## config.mk

```make
export PLATFORM = sky130hd
export DESIGN_NAME = spi_tx_arbiter
export DESIGN_NICKNAME = d
export VERILOG_FILES = /design/src/rtl/spi_arb_pkg.sv /design/src/rtl/rr_arbiter.sv /design/src/rtl/spi_tx_arbiter.sv
export SDC_FILE = /design/constraint.sdc
export NUM_CORES = 1
export LEC_CHECK = 0
export CAP_MARGIN = 25
export CORE_ASPECT_RATIO = 1.1
export CORE_MARGIN = 3
export CORE_UTILIZATION = 47
export DETAILED_ROUTE_END_ITERATION = 10
export GPL_ROUTABILITY_DRIVEN = 0
export HOLD_SLACK_MARGIN = 0.08
export PLACE_DENSITY = 0.8
export SETUP_SLACK_MARGIN = 0.02
export SYNTH_ARGS = -nofsm -noshare
export SYNTH_HDL_FRONTEND = slang
export SYNTH_HIERARCHICAL = 1
export SYNTH_SLANG_ARGS = --single-unit
export TNS_END_PERCENT = 30
```

## constraint.sdc

```tcl
create_clock -name clk_i -period 2.25 [get_ports clk_i]
set_input_delay 0.45 -clock clk_i [delete_from_list [all_inputs] [get_ports clk_i]]
set_output_delay 0.45 -clock clk_i [all_outputs]
set_load 0.03 [all_outputs]
```

## src/rtl/spi_arb_pkg.sv

```systemverilog
// Shared constants and types for the SPI transmitter arbiter.
package spi_arb_pkg;

   localparam int SPI_BYTE_W = 8;

   typedef enum logic [1:0] {
      S_IDLE  = 2'd0,
      S_XFER  = 2'd1,
      S_DRAIN = 2'd2
   } arb_state_e;

   // Index width for n requesters; a single requester still gets one bit.
   function automatic int idx_w(input int n);
      return (n > 1) ? $clog2(n) : 1;
   endfunction

endpackage

```

## src/rtl/rr_arbiter.sv

```systemverilog
// Combinational round-robin picker: first requester after last_grant, wrapping.
module rr_arbiter
   import spi_arb_pkg::*;
#(
   parameter  int NUM_REQ = 2,
   localparam int IW      = idx_w(NUM_REQ)
) (
   input  logic [NUM_REQ-1:0] req_i,
   input  logic [IW-1:0]      last_grant_i,
   output logic [IW-1:0]      grant_idx_o,
   output logic               any_req_o
);

   always_comb begin
      grant_idx_o = last_grant_i;
      any_req_o   = |req_i;
      // Scan offsets from farthest to nearest so the nearest valid one wins.
      for (int i = NUM_REQ; i >= 1; i--) begin
         for (int j = 0; j < NUM_REQ; j++) begin
            if ((j == (int'(last_grant_i) + i) % NUM_REQ) && req_i[j]) begin
               grant_idx_o = IW'(j);
            end
         end
      end
   end

endmodule

```

## src/rtl/spi_tx_arbiter.sv

```systemverilog
// Packet-based round-robin sharing of one SPI byte transmitter, with drain
// wait on the synchronised busy flag so every packet gets its own ss frame.
module spi_tx_arbiter
   import spi_arb_pkg::*;
#(
   parameter int NUM_REQ   = 2,
   parameter int TIMEOUT   = 255,
   parameter int DRAIN_MIN = 4
) (
   input  logic                           clk_i,
   input  logic                           reset_i,
   input  logic [NUM_REQ-1:0]             req_valid_i,
   input  logic [NUM_REQ*SPI_BYTE_W-1:0]  req_data_i,
   input  logic [NUM_REQ-1:0]             req_last_i,
   output logic [NUM_REQ-1:0]             req_ready_o,
   output logic [SPI_BYTE_W-1:0]          spi_value_o,
   output logic                           spi_interrupt_o,
   input  logic                           spi_full_i,
   input  logic                           spi_busy_i,
   output logic [NUM_REQ-1:0]             sel_o,
   output logic                           grant_active_o
);

   localparam int IW = idx_w(NUM_REQ);
   localparam int TW = $clog2(TIMEOUT + 1);
   localparam int DW = (DRAIN_MIN > 0) ? $clog2(DRAIN_MIN + 1) : 1;

   arb_state_e         state_q, state_d;
   logic [IW-1:0]      g_q, g_d;
   logic [IW-1:0]      last_q, last_d;
   logic [NUM_REQ-1:0] sel_q, sel_d;
   logic [TW-1:0]      tcnt_q, tcnt_d;
   logic [DW-1:0]      dcnt_q, dcnt_d;
   logic               busy_meta_q, busy_s_q;

   logic [IW-1:0]         pick_idx;
   logic                  any_req;
   logic [NUM_REQ-1:0]    pick_onehot;
   logic                  cur_valid, cur_last, accept;
   logic [SPI_BYTE_W-1:0] cur_data;

   rr_arbiter #(.NUM_REQ(NUM_REQ)) u_rr (
      .req_i        (req_valid_i),
      .last_grant_i (last_q),
      .grant_idx_o  (pick_idx),
      .any_req_o    (any_req)
   );

   always_comb begin
      cur_valid   = 1'b0;
      cur_last    = 1'b0;
      cur_data    = '0;
      pick_onehot = '0;
      for (int i = 0; i < NUM_REQ; i++) begin
         if (g_q == IW'(i)) begin
            cur_valid = req_valid_i[i];
            cur_last  = req_last_i[i];
            cur_data  = req_data_i[i*SPI_BYTE_W +: SPI_BYTE_W];
         end
         if (pick_idx == IW'(i)) pick_onehot[i] = 1'b1;
      end
   end

   // Gated by reset so a reset cycle never leaks a strobe to the transmitter.
   assign accept          = (state_q == S_XFER) & cur_valid & ~spi_full_i & ~reset_i;
   assign spi_interrupt_o = accept;
   assign spi_value_o     = (state_q == S_XFER) ? cur_data : '0;
   assign req_ready_o     = accept ? sel_q : '0;
   assign sel_o           = sel_q;
   assign grant_active_o  = (state_q == S_XFER);

   always_comb begin
      state_d = state_q;
      g_d     = g_q;
      last_d  = last_q;
      sel_d   = sel_q;
      tcnt_d  = tcnt_q;
      dcnt_d  = dcnt_q;
      case (state_q)
         S_IDLE: begin
            tcnt_d = '0;
            dcnt_d = '0;
            if (any_req) begin
               g_d     = pick_idx;
               sel_d   = pick_onehot;
               state_d = S_XFER;
            end
         end
         S_XFER: begin
            if (accept)                      tcnt_d = '0;
            else if (tcnt_q < TW'(TIMEOUT))  tcnt_d = tcnt_q + TW'(1);
            if ((accept && cur_last) || (tcnt_d == TW'(TIMEOUT))) begin
               state_d = S_DRAIN;
               dcnt_d  = '0;
            end
         end
         S_DRAIN: begin
            if (dcnt_q < DW'(DRAIN_MIN)) begin
               dcnt_d = dcnt_q + DW'(1);
            end else if (!busy_s_q) begin
               sel_d   = '0;
               last_d  = g_q;
               state_d = S_IDLE;
            end
         end
         default: state_d = S_IDLE;
      endcase
   end

   always_ff @(posedge clk_i) begin
      if (reset_i) begin
         state_q     <= S_IDLE;
         g_q         <= '0;
         last_q      <= IW'(NUM_REQ - 1);
         sel_q       <= '0;
         tcnt_q      <= '0;
         dcnt_q      <= '0;
         busy_meta_q <= 1'b0;
         busy_s_q    <= 1'b0;
      end else begin
         state_q     <= state_d;
         g_q         <= g_d;
         last_q      <= last_d;
         sel_q       <= sel_d;
         tcnt_q      <= tcnt_d;
         dcnt_q      <= dcnt_d;
         busy_meta_q <= spi_busy_i;
         busy_s_q    <= busy_meta_q;
      end
   end

endmodule

```

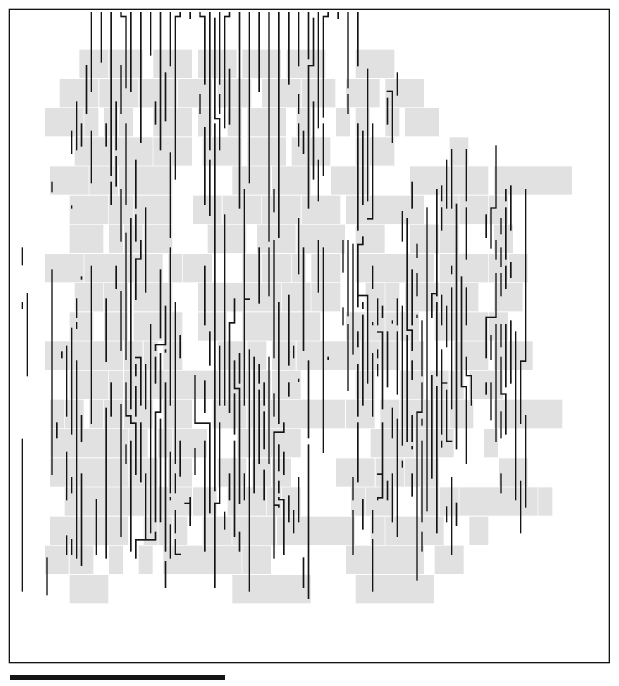
*Met2 routing, run 1*
The bar under the picture is 20 um long.
- wire length on this layer: 1770 um
- share of all routed wire: 52%
- nets with wire on the layer: 197

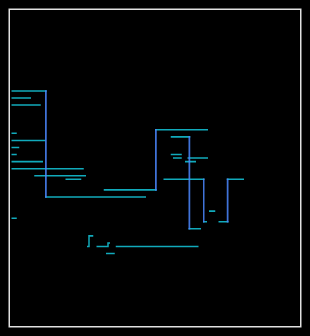
*Wiring by layer, run 1*
Only two layers are drawn.
- cyan: M3 (wire length 146 um)
- blue: M4 (wire length 66.0 um)

==> notes.md, run 1 <==
Results of the flow run.

The final cell count without fillers stands at approximately 230. The flow ran to the end, and the final reports show no timing, DRC or antenna violations. The max-capacitance violation count stands at 0. Yosys reported a register bit count of 19.

Across all register-to-register paths, the minimum setup slack is 170 ps. Subtracting the final worst setup slack from the clock period gives 2121 ps. Counting along the longest clock path gives a buffer depth of 2. According to the cell report, the number of logic gates is 125.

The report lists the cells along the critical path as or2b_4 > nor4_4 > and2_1 > buf_4. The cell depth of the worst flop-to-flop path stands at 7. In the setup report, the worst path falls into the class flop to output pin. Per the final report, max-transition violations number 0. The design has 19 sequential cells.

The fraction of registers with async set or reset after synthesis stands at 0. The routed design uses around 150 um of met3 wire. By instance count after routing, the leading logic cell type is nor2_1.

In the power breakdown, the biggest contributor is registers. Per the CTS log, the root buffer master is clkbuf_4. The synthesis warning total stands at 6. The half-perimeter wire length after detailed placement stands at 2610 um. The fraction of final cell area spent on clock buffers and inverters in this run is 0.01541. After detailed routing, the number of remaining DRC violations is 0. Per the hold report, the tightest min-delay path originates at busy_meta_q$_SDFF_PP0_. The global routing report lists met1 layer usage as 0.2519.

The clock network power stands at 0.181 mW. The layout summary lists the proportion of cells stronger than drive strength 1 as 0.1667. Of the total synthesized cell area, the portion taken by XOR and XNOR cells is 0.006829. Per the layout area report, the combinational gate area comes to around 800 um^2. In the log, the iteration count for the first detailed-route pass is 4. Recorded from the global router log, the overflow total was 0. Multi-input logic gates represent a cell area share of 0.4835.

TritonCTS built the clock tree. Clock latency on the worst-skew pair, taken at its later pin, is 310 ps. The post-synthesis chip area from yosys stands at between 0.001 and 0.0015 mm^2.

The area of the mapped netlist stands at about 0.0013 mm^2. Per the OpenROAD floorplan log, the height of the die is slightly above 60 um. The most critical setup path has its startpoint at state_q[0]$_SDFFE_PP0P_.

Along the worst hold path, the cell count comes to 1. The number of failing hold endpoints at the final stage stands at 0. The antenna cell count stands at 0. Per the synthesis report, the adder-cell share of the synthesized area is 0.01951. Setup repair after global routing left no endpoint under its margin. The final hold slack stands at approximately 460 ps.

The post-cts hold buffer count stands at 0. According to the floorplan report, the placeable core area is roughly 0.0025 mm^2. Per the post-place timing report, worst setup slack is -31.58 ps. For reference, the top logic cell family by area is simple AND/OR/NAND/NOR gates.

The synthesized netlist contains approximately 47 unique library cells. The area fraction in and, or, nand and nor cells after synthesis stands at 0.3220. The post-cts gate resize count stands at 7.

The power report attributes to the sequential group a share of 0.408. The instance area at placement stands at about 0.0017 mm^2. The most common logic cells in the final layout are nor2_1 (26), clkdlybuf4s50_1 (25), a21oi_1 (20), dfxtp_1 (19), buf_4 (15). The floorplan row count stands at 19. The global-route track usage on met2 stands at 0.3767. The timing report notes that buffer and inverter cells on the critical path total 1. During tapcell insertion the tool placed 31 well taps. Summing over the stages, the warning tally comes to 26.
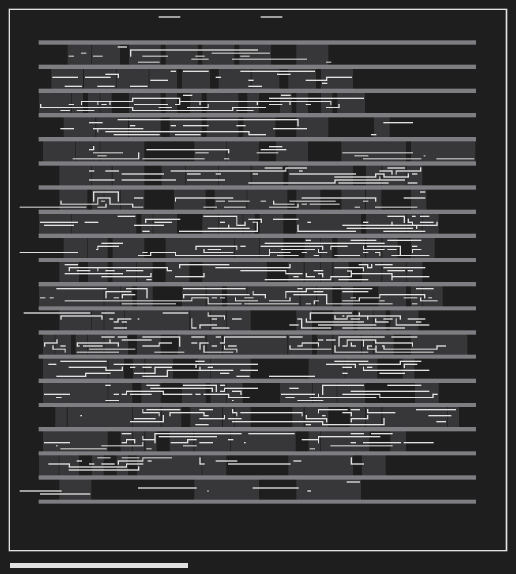
*Signal wires on met1, run 1*
The bar under the picture is 20 um long. Supply wires on this layer in gray.
- nets with wire on the layer: 212
- longest straight run: 20.2 um
- main direction: horizontal

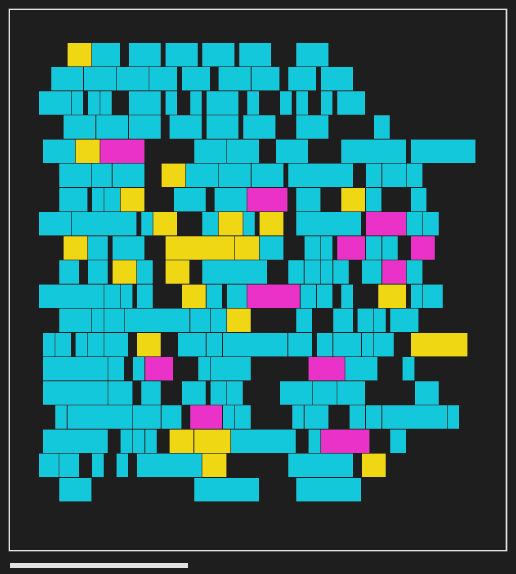
*Cell sizes after repair, run 1*
The bar under the picture is 20 um long.
- yellow: x3 and x4 (cells 22; share 11%; most used buf_4)
- magenta: x2 (cells 11; share 5.6%)
- cyan: x1 and smaller (cells 165; share 83%; most used nor2_1)
fin worst setup slack: 129.3 ps
Final Cell Area: 0.001705 mm^2
Syn-to-layout area delta: 32.98%
Buffers, non-clock: 47

-- run 1: cells in the mapped netlist (2+ instances only) --
cell type	instances	area, um^2
nor2_1	26	97.59
a21oi_1	20	100.1
dfxtp_1	19	380.4
mux2i_1	12	120.1
nor3_1	7	35.03
nand2b_1	6	37.54
nand2_1	5	18.77
nand3_1	5	25.02
o21ai_0	4	20.02
inv_1	3	11.26
nand3b_1	3	22.52
nor2b_1	3	18.77
a21o_1	2	15.01
a22oi_1	2	15.01
and2_1	2	12.51
buf_2	2	10.01
buf_4	2	15.01
clkbuf_1	2	7.510
clkbuf_8	2	27.53
ha_1	2	25.02
or2b_2	2	17.52
-- run 1: registers in the layout, indices dropped and copies added (netlist names) --
signal,cells
dcnt_q,3
state_q,2
last_q,1
g_q,1
busy_meta_q,1
busy_s_q,1
sel_o,2
tcnt_q,8
==> inputs of run 2 (changes only) <==
--- a/config.mk
+++ b/config.mk
@@ -14,6 +14,7 @@
 export HOLD_SLACK_MARGIN = 0.08
 export PLACE_DENSITY = 0.8
 export SETUP_SLACK_MARGIN = 0.02
+export SKIP_LAST_GASP = 1
 export SYNTH_ARGS = -nofsm -noshare
 export SYNTH_HDL_FRONTEND = slang
 export SYNTH_HIERARCHICAL = 1
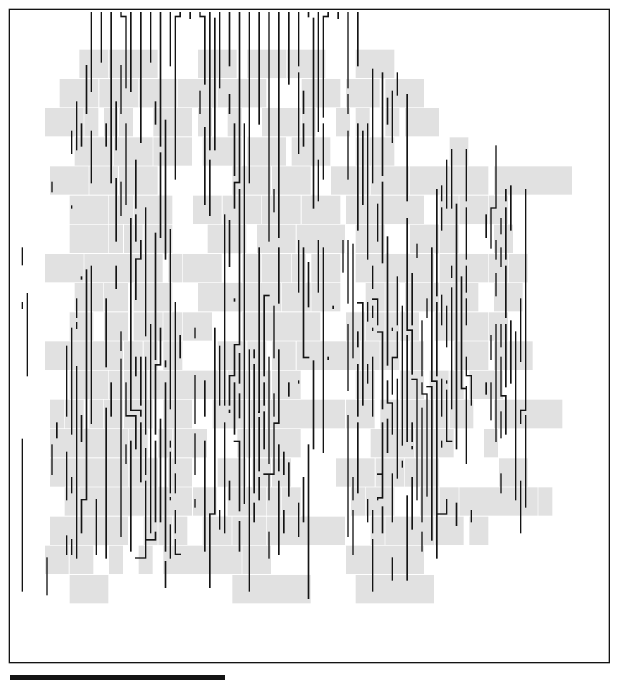
*Met2 routing, run 2*
The bar under the picture is 20 um long.
Via Count: 1294
Detailed Route WL: 3471 um
met2 usage in global routing: 0.3767

==> run 2 against run 1 <==
  * The flow now finishes with violations (setup timing)
  * Routed wire length grew 1.5%
  * Clock skew grew 1.2 ps
  * Clock power is essentially flat
  * Sequential power is essentially flat
  * Cell area shrank 0.29%
  * Register-to-register slack lost 90 ps
  * Final cell count shrank 0.44%
  * First-iteration DRC count is the same
  * Clock-buffer cell count is the same
  * Sequential share of layout area grew 0.066 points
  * Synthesized area is the same
  * Critical path depth shrank 1
==> notes.md, run 2 <==
Results of the flow run.

The count of buffers inserted at the top-level ports stands at 37. Of all cell types, the one taking the most synthesized area is dfxtp_1. The total area inside the core boundary comes to roughly 0.0025 mm^2. The critical path goes through or2b_2 > inv_1 > clkdlybuf4s50_1. The sequential share of power stands at 0.407.

The antenna cell count stands at 0. Setup repair after global routing could not meet its margin everywhere. The number of global-route vias before repair was 1201. The remaining global-route overflow stands at 0. The routed design shows a wire length per standard cell of between 15 and 20 um. Per the final report, max-transition violations number 0. The end-of-flow timing check tallies setup violations at 3. The synthesized netlist has a Yosys-reported chip area of between 0.001 and 0.0015 mm^2. Sequential cells placed in the final layout were counted as 19. The register with the most flip-flops in the layout has 8 of them. The worst-skew pair later-pin latency stands at 310 ps. Of the synthesized area, sequential elements account for 0.2966. TritonCTS built the clock tree. The fraction of registers with async set or reset after synthesis stands at 0. Per the layout area report, the combinational gate area comes to around 820 um^2. Before any placement, the netlist area is recorded as ~0.0013 mm^2. The timing report attributes the biggest portion of critical-path delay to buffers and inverters. The clock network power stands at around 0.18 mW. The most common cell in the synthesized netlist is nor2_1. The global routing report lists met1 layer usage as 0.2519. The number of cells on the worst reg-to-reg path is 8. The register-to-register setup slack stands at 80 ps. The clock passes through at most 2 buffers. The half-perimeter wire length after detailed placement stands at 2610 um. Per the final report, the share of cell area in clock cells is 0.01545. In the final layout, the registers with the most flip-flops are tcnt_q: 8 flops, dcnt_q: 3 flops.

In this run, synthesis produced a sequential element count of 19. The remaining routing DRC violations stands at 0. The number of failing hold endpoints at the final stage stands at 0.

The relative area change from synthesis to final layout stands at 32.59%. The flow ran to the end, but the final reports show violations. The share of layout cells above drive strength 1 stands at 0.1523. The critical path in the final layout is reported with a setup slack of -93.93 ps. The startpoint identified for the worst hold timing path is busy_meta_q$_SDFF_PP0_. The time the worst path needs with I/O delays and setup stands at 2344 ps.

The synthesized design contains 0 enable-type register cells. Per the cell usage report, the commonest logic cells after layout are clkdlybuf4s50_1 (28), nor2_1 (26), a21oi_1 (20), dfxtp_1 (19), buf_4 (14). The share of synthesized area in the top cell type comes to 0.2966. By area the synthesized netlist is led by dfxtp_1 (30%), mux2i_1 (9.4%), a21oi_1 (7.8%), nor2_1 (7.6%), nand2b_1 (2.9%).

In the setup report, the worst path falls into the class flop to output pin. The proportion of final cell area spent on non-clock buffers stands at 0.2517. According to the report, the first pass of detailed routing completed in 4 iterations. Counting instances, the worst hold path has a depth of 1. Prior to clock tree synthesis, the placed netlist has a worst setup slack of -31.58 ps. The top cell type in the final layout, fill and taps aside, is clkdlybuf4s50_1. The final cell count without fillers stands at 228. The tally of unique sky130hd cells used after synthesis stands at around 47. Looking at the group totals, the largest power group turns out to be registers.

The plain and repair buffers instantiated in the layout total around 46. The checks that failed: setup timing. The synthesis report lists the Yosys warning total as 6. Per the CTS log, the root buffer master is clkbuf_4.
==> run 2: cell counts after synthesis <==
No cell type changed its count.
==> run 2: cell families (layout without fill, tap and decap cells) <==
kind of cell | after synthesis | in the layout | share of synthesized area
AND-OR/OR-AND | 37 | 37 | 0.1854
XOR/XNOR | 1 | 1 | 0.006831
adder cells (fa/ha/maj) | 2 | 2 | 0.01951
buffers and inverters | 13 | 53 | 0.06731
flip-flops | 19 | 19 | 0.2966
multiplexers | 13 | 13 | 0.1024
AND/OR/NAND/NOR | 72 | 72 | 0.3220
==> run 2: routing by layer <==
layer / wire length [um] / vias up
met5: 0 / -
met4: 99 / 0
met3: 148 / 16
met2: 1791 / 40
met1: 1431 / 598
li1: - / 640
==> run 2: timing repair <==
item	4_1_cts	5_1_grt
resized	2	2
endpoints found under the setup margin	7	9
setup buffers	0	0
==> inputs of run 3 (changes only) <==
--- a/config.mk
+++ b/config.mk
@@ -9,6 +9,7 @@
 export CORE_ASPECT_RATIO = 1.1
 export CORE_MARGIN = 3
 export CORE_UTILIZATION = 47
+export CTS_CLUSTER_SIZE = 16
 export DETAILED_ROUTE_END_ITERATION = 10
 export GPL_ROUTABILITY_DRIVEN = 0
 export HOLD_SLACK_MARGIN = 0.08
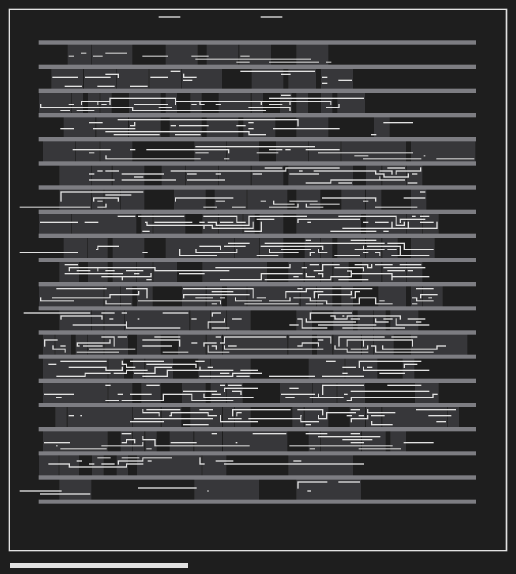
*Signal wires on met1, run 3*
The bar under the picture is 20 um long. Supply wires on this layer in gray.
- share of all routed wire: 41%
- wire length on this layer: 1430 um
- nets with wire on the layer: 211
- longest straight run: 20.2 um
GR Layer Usage met1: 0.2519

==> run 3 against run 2 <==
  * The run still ends with setup timing left
  * Routed wire length is the same
  * Global-route usage unchanged
  * Clock-buffer cell count unchanged
  * Worst hold slack is the same
  * Sequential cell count did not move
  * Setup slack stayed put
  * Utilization stayed put
  * Sequential share of layout area did not move
  * Clock skew stayed put
  * Largest power group unchanged
  * Power stayed put
  * Critical path depth is the same
  * Register-to-register slack about the same
==> notes.md, run 3 <==
Results of the flow run.

Per the final layout report, the fraction of cells sized above drive strength 1 comes to 0.1523. The largest registers in the layout are tcnt_q: 8 flops, dcnt_q: 3 flops. The logic area stands at around 800 um^2.

Hold repair after CTS inserted 0 buffers. The iteration tally of the first detailed-router pass stands at 4. The Yosys step of the flow raised 6 warnings. The number of endpoints failing setup at the final stage stands at 3. In the power breakdown, the biggest contributor is registers. Synthesis instantiated ~47 different standard cells from the library. The synthesis run shows the most used standard cells to be nor2_1 (26), a21oi_1 (20), dfxtp_1 (19). The flow ran to the end, but the final reports show violations. The relative area change from synthesis to final layout stands at 32.59%. The max-capacitance violation count stands at 0.

The worst-case reg-to-reg setup slack stands at around 80 ps. The count of buffers inserted at the top-level ports stands at 37. In this run the most critical hold path is launched from busy_meta_q$_SDFF_PP0_.

TritonRoute reported its final design rule violation total as 0. Yosys instantiated no cell more often than nor2_1. The total area inside the core boundary comes to roughly 0.0025 mm^2. The synthesis report gives the async set-or-reset register share as 0. The die outline height stands at around 61 um.

For reference, the mux area share after synthesis is 0.1024. Setup repair after global routing could not meet its margin everywhere. Yosys mapped a number of flops with a built-in enable equal to 0. The tree is rooted in a clkbuf_4.

The remaining global-route overflow stands at 0. The final reports fail on setup timing. On the final layout, the worst hold slack is between 400 and 500 ps. Post-CTS repair ended up resizing 2 cells. The worst hold path depth stands at 1.

The later pin in the worst-skew pair is clocked with a latency of 310 ps. In this run, synthesis produced a sequential element count of 19. For this run the detailed placement stage logged an HPWL of 2610 um.

The smallest clock period supported by the final layout is computed as around 2300 ps. In the post-route report, total wirelength is listed as between 3000 and 4000 um. The maximum buffer depth of the clock tree stands at 2. Across all setup checks in the final design, the least slack found is -93.93 ps.

Across all stage logs, warnings added up to 28. Tracing the worst setup path back leads to its startpoint at state_q[0]$_SDFFE_PP0P_. The total buffers and inverters traversed by the critical path stands at 2. The final cell count without fillers stands at 228.

The number of global-route vias before repair stands at ~1.2k. In the setup report, the worst path falls into the class flop to output pin. After detailed routing, the average wire length per cell comes to between 15 and 20 um. Per the synthesis report, the dominant area consumer among library cells is dfxtp_1. TritonCTS built the clock tree.

The library cell used most frequently in the layout, excluding fill and tap cells, is clkdlybuf4s50_1. The setup slack at placement stands at -31.58 ps. After routing the design area is ~0.0017 mm^2. Yosys attributes the largest share of cell area to dfxtp_1 (30%), mux2i_1 (9.4%), a21oi_1 (7.8%), nor2_1 (7.6%), nand2b_1 (2.9%).

For reference, the final report shows the hold violation count at 0. For reference, the critical path cell chain is or2b_2 > inv_1 > clkdlybuf4s50_1.
run 3: cell counts after synthesis:
Identical to the previous run, type by type.
run 3: cell type report:
cell class / instances / share of cell area
inverter: 3 / 0.006623
multi-input combinational: 125 / 0.4798
tap: 31 / 0.02281
timing repair buffer: 46 / 0.2517
sequential: 19 / 0.2237
clock buffer: 4 / 0.01545
run 3: metal layers:
layer / global-route usage / part of all wire / wire [um]
met5: 0 / 0 / 0
met4: 0.07639 / 0.029 / 99
met3: 0.04894 / 0.043 / 148
met2: 0.3767 / 0.52 / 1791
met1: 0.2519 / 0.41 / 1431
Power is estimated from default activity; no workload was simulated.
